==> src/rtl/led_pattern_sequencer_if.sv <==
// Configuration handshake between the board-control logic and the LED sequencer.
interface led_pattern_sequencer_if;
    logic       cfg_valid;
    logic       cfg_ready;
    logic [1:0] cfg_mode;
    logic [2:0] cfg_speed;

    // configuration source
    modport master (
        output cfg_valid,
        output cfg_mode,
        output cfg_speed,
        input  cfg_ready
    );

    // LED sequencer side
    modport slave (
        input  cfg_valid,
        input  cfg_mode,
        input  cfg_speed,
        output cfg_ready
    );
endinterface

==> src/rtl/led_pattern_sequencer.sv <==
// LED pattern sequencer: prescaled step tick, four patterns, and a
// one-deep config slot that is applied only on step boundaries.
module led_pattern_sequencer #(
    parameter int CLK_FREQ      = 25_000_000,
    parameter int STEPS_PER_SEC = 8
) (
    input  logic                    clk,
    input  logic                    rst_n,
    led_pattern_sequencer_if.slave  cfg,
    output logic [7:0]              leds,
    output logic                    step_pulse,
    output logic [1:0]              mode
);
    localparam int          TICK      = CLK_FREQ / STEPS_PER_SEC;
    localparam logic [31:0] TICK_LAST = 32'(TICK - 1);

    localparam logic [0:0] S_IDLE    = 1'b0;
    localparam logic [0:0] S_PENDING = 1'b1;

    localparam logic [1:0] M_OFF    = 2'd0;
    localparam logic [1:0] M_BLINK  = 2'd1;
    localparam logic [1:0] M_BOUNCE = 2'd2;
    localparam logic [1:0] M_COUNT  = 2'd3;

    logic [31:0] r_presc;
    logic [2:0]  r_spd_cnt;
    logic [2:0]  r_speed;
    logic [1:0]  r_mode;
    logic [7:0]  r_leds;
    logic        r_dir;       // 0 = moving left
    logic        r_pulse;
    logic [0:0]  r_state;
    logic [1:0]  r_pend_mode;
    logic [2:0]  r_pend_speed;

    logic        w_tick;
    logic        w_step;
    logic        w_accept;
    logic [7:0]  w_adv_leds;
    logic        w_adv_dir;
    logic [7:0]  w_start_leds;

    assign w_tick        = (r_presc == TICK_LAST);
    assign w_step        = w_tick && (r_spd_cnt == r_speed);
    assign w_accept      = cfg.cfg_valid && (r_state == S_IDLE);
    assign cfg.cfg_ready = (r_state == S_IDLE);

    assign leds       = r_leds;
    assign step_pulse = r_pulse;
    assign mode       = r_mode;

    // next pattern value for a normal step in the applied mode
    always_comb begin
        w_adv_leds = r_leds;
        w_adv_dir  = r_dir;
        case (r_mode)
            M_OFF:   w_adv_leds = 8'h00;
            M_BLINK: w_adv_leds = ~r_leds;
            M_BOUNCE: begin
                if (!r_dir) begin
                    if (r_leds == 8'h80) begin
                        w_adv_dir  = 1'b1;
                        w_adv_leds = 8'h40;
                    end else begin
                        w_adv_leds = r_leds << 1;
                    end
                end else begin
                    if (r_leds == 8'h01) begin
                        w_adv_dir  = 1'b0;
                        w_adv_leds = 8'h02;
                    end else begin
                        w_adv_leds = r_leds >> 1;
                    end
                end
            end
            default: w_adv_leds = r_leds + 8'd1;
        endcase
    end

    // start value loaded when a pending config is applied
    always_comb begin
        case (r_pend_mode)
            M_BLINK:  w_start_leds = 8'hFF;
            M_BOUNCE: w_start_leds = 8'h01;
            default:  w_start_leds = 8'h00;
        endcase
    end

    // base tick prescaler, free-running 0..TICK-1
    always_ff @(posedge clk) begin
        if (!rst_n)      r_presc <= '0;
        else if (w_tick) r_presc <= '0;
        else             r_presc <= r_presc + 32'd1;
    end

    // tick counter selecting every (speed+1)-th tick as a step
    always_ff @(posedge clk) begin
        if (!rst_n)      r_spd_cnt <= '0;
        else if (w_step) r_spd_cnt <= '0;
        else if (w_tick) r_spd_cnt <= r_spd_cnt + 3'd1;
    end

    // config handshake: one slot, freed by the step that applies it
    always_ff @(posedge clk) begin
        if (!rst_n) begin
            r_state      <= S_IDLE;
            r_pend_mode  <= M_OFF;
            r_pend_speed <= '0;
        end else begin
            case (r_state)
                S_IDLE: if (w_accept) begin
                    r_state      <= S_PENDING;
                    r_pend_mode  <= cfg.cfg_mode;
                    r_pend_speed <= cfg.cfg_speed;
                end
                default: if (w_step) r_state <= S_IDLE;
            endcase
        end
    end

    // pattern state: on a step either apply the pending config or advance
    always_ff @(posedge clk) begin
        if (!rst_n) begin
            r_leds  <= 8'h00;
            r_dir   <= 1'b0;
            r_mode  <= M_OFF;
            r_speed <= '0;
            r_pulse <= 1'b0;
        end else begin
            r_pulse <= w_step;
            if (w_step) begin
                if (r_state == S_PENDING) begin
                    r_mode  <= r_pend_mode;
                    r_speed <= r_pend_speed;
                    r_leds  <= w_start_leds;
                    r_dir   <= 1'b0;
                end else begin
                    r_leds  <= w_adv_leds;
                    r_dir   <= w_adv_dir;
                end
            end
        end
    end
endmodule

==> src/flat_wrapper.sv <==
// flat-port wrapper written by rule: the top's interface ports become plain ports
module led_pattern_sequencer_flat 
#(
    parameter int CLK_FREQ      = 25_000_000,
    parameter int STEPS_PER_SEC = 8
)
  (clk, rst_n, leds, step_pulse, mode, cfg_cfg_valid, cfg_cfg_mode, cfg_cfg_speed, cfg_cfg_ready);
  led_pattern_sequencer_if cfg_i ();
  input  logic clk;
  input  logic rst_n;
  output logic [7:0] leds;
  output logic step_pulse;
  output logic [1:0] mode;
  input wire logic [$bits(cfg_i.cfg_valid)-1:0] cfg_cfg_valid;
  input wire logic [$bits(cfg_i.cfg_mode)-1:0] cfg_cfg_mode;
  input wire logic [$bits(cfg_i.cfg_speed)-1:0] cfg_cfg_speed;
  output wire logic [$bits(cfg_i.cfg_ready)-1:0] cfg_cfg_ready;
  assign cfg_i.cfg_valid = cfg_cfg_valid;
  assign cfg_i.cfg_mode = cfg_cfg_mode;
  assign cfg_i.cfg_speed = cfg_cfg_speed;
  assign cfg_cfg_ready = cfg_i.cfg_ready;
  led_pattern_sequencer #(.CLK_FREQ(CLK_FREQ), .STEPS_PER_SEC(STEPS_PER_SEC)) u_core (.clk(clk), .rst_n(rst_n), .cfg(cfg_i), .leds(leds), .step_pulse(step_pulse), .mode(mode));
endmodule
==> config.mk <==
export PLATFORM = sky130hd
export DESIGN_NAME = led_pattern_sequencer_flat
export DESIGN_NICKNAME = d
export VERILOG_FILES = /design/src/rtl/led_pattern_sequencer_if.sv /design/src/rtl/led_pattern_sequencer.sv /design/src/flat_wrapper.sv
export SDC_FILE = /design/constraint.sdc
export NUM_CORES = 1
export LEC_CHECK = 0
export CAP_MARGIN = 10
export CORE_AREA = 4 4 76 78
export CTS_CLUSTER_DIAMETER = 60
export DETAILED_ROUTE_END_ITERATION = 10
export DIE_AREA = 0 0 80 82
export PLACE_DENSITY = 0.75
export SLEW_MARGIN = 0
export SYNTH_ARGS = -nofsm -noshare
export SYNTH_HDL_FRONTEND = slang
export SYNTH_SLANG_ARGS = --single-unit
==> constraint.sdc <==
create_clock -name clk -period 2.5 [get_ports clk]
set_input_delay 0.5 -clock clk [delete_from_list [all_inputs] [get_ports clk]]
set_output_delay 0.5 -clock clk [all_outputs]
set_load 0.005 [all_outputs]
==> CHANGELOG.md <==
## Flow update

* R2R depth at 5
* Crit path max-delay cell type: or4_4
* Clk cell area share at 3.208%
* Most common reg cell: dfxtp_1
* Mean Syn Cell Area at 8.147 µm²
* Clk buf depth at 2
* Clock buffers at 6
* Wl on met1 at 3104 µm
* Share of post-route cells with drive strength above 1 at 8.094%
* XORs/XNORs by Area at 10.34%
* Worst Path Buf+Inv at 0
* WL met2 at 2944 µm
* Die area at 0.006560 mm²
* Worst hold slack at 0.4660 ns
* Mi-comb count at 273
* Ys async rst share at 0%
* Fmax at 470.0 MHz
* DRT iter0 DRCs at 317
* Final setup fails at 0
* Non-clock buffers at 31
* Instance count on the critical path at 5
* CTS tree: yes
* DR top layer: met4
* Final period utilization at 85.10%
* Post-CTS Hold Buffers at 0
* GRT overflow at 0
* Design Area, Final at 0.003354 mm²
* Critical-path cell list: nor4_2, nand4_1, or4_4, a221o_2, a21oi_1
* Setup WS pre-CTS at 0.3859 ns
* Fill count at 479
* Post-synthesis net count at 378
* Final core occ at 66.10%
* Grt peak-use layer: met2
* Slew Viols, Final at 0
* Outcome: completed
* Total net switching power at 339.5 µW
* Internal Power at 1234 µW
* Reg2reg end: u_core.leds[0]
* Synthesis area per yosys at 0.002965 mm²
* Wire length on met3 at 350 µm
* First-pass GRT wire length at 11130 µm
Fig. 1: a small window of the routed layout
The bar under the picture is 10 µm long. Region (40, 0) to (80, 40) µm. Cells in grey, sequential cells in the stronger grey; small squares are vias.
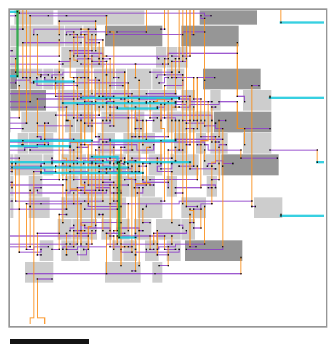
- purple: metal 1
- green: metal 4
- orange: metal 2
- cyan: metal 3
- cells with their middle in the window: 93
- most frequent: nand3_1 (10), inv_1 (9), nand2_1 (9)
- netlist names of flops here include: u_core.leds (6)
- sequential cells in the window: 8

Fig. 2: met3 routing
The bar under the picture is 20 µm long. Cells faint in the background.
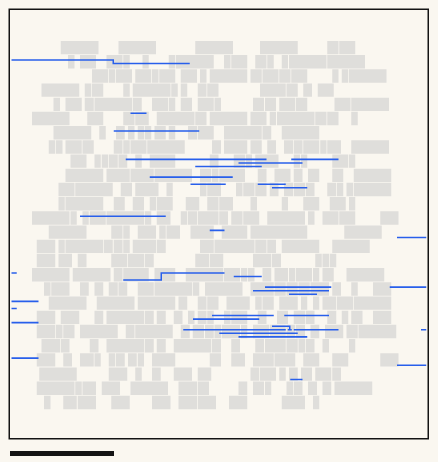
- nets with wire on the layer: 29
- longest straight run: 26.7 µm
- wire length on this layer: 350 µm
- main direction: horizontal
- share of all routed wire: 5.5%
vias post-DR: 2645
WL final: 6426 µm

Fig. 3: gate families picked out
The bar under the picture is 20 µm long.
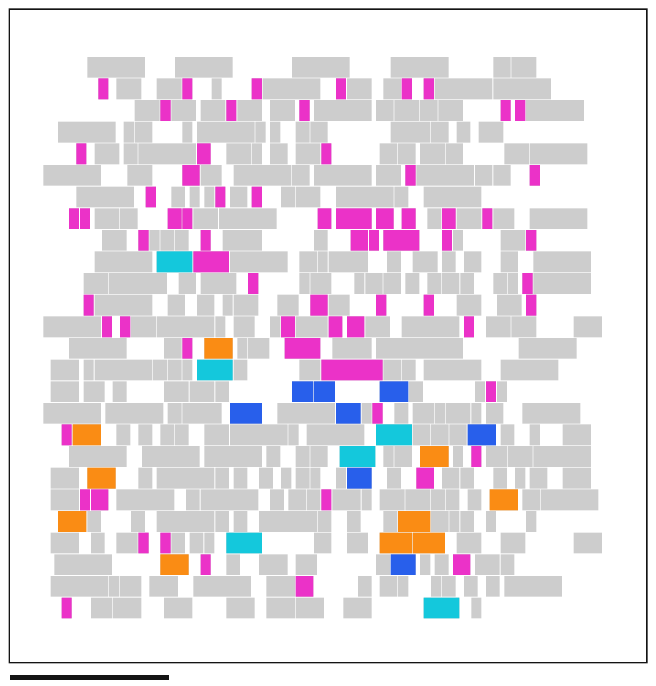
- blue: non-inverting ao/oa cells (cells 8)
- magenta: nor cells (cells 68)
- cyan: fa/ha/maj cells (cells 6)
- orange: mux cells (cells 10)
most frequent logic cell in the layout: dfxtp_1
fin cells: 453
logic share of the area: 50.73%

Fig. 4: metal 1
The bar under the picture is 20 µm long. Supply wires on this layer in grey.
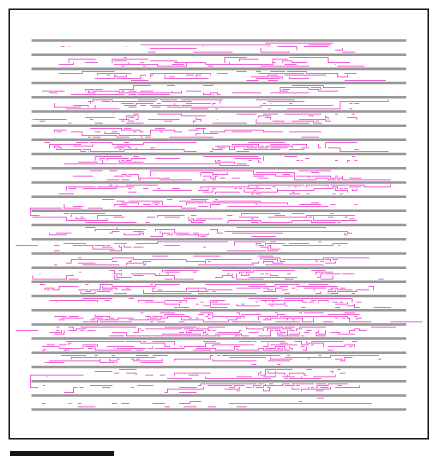
- wire length on this layer: 3100 µm
- main direction: horizontal
- share of all routed wire: 48%
- nets with wire on the layer: 368
global routing usage on met1: 29.22%

Power and IR drop assume default switching activity.
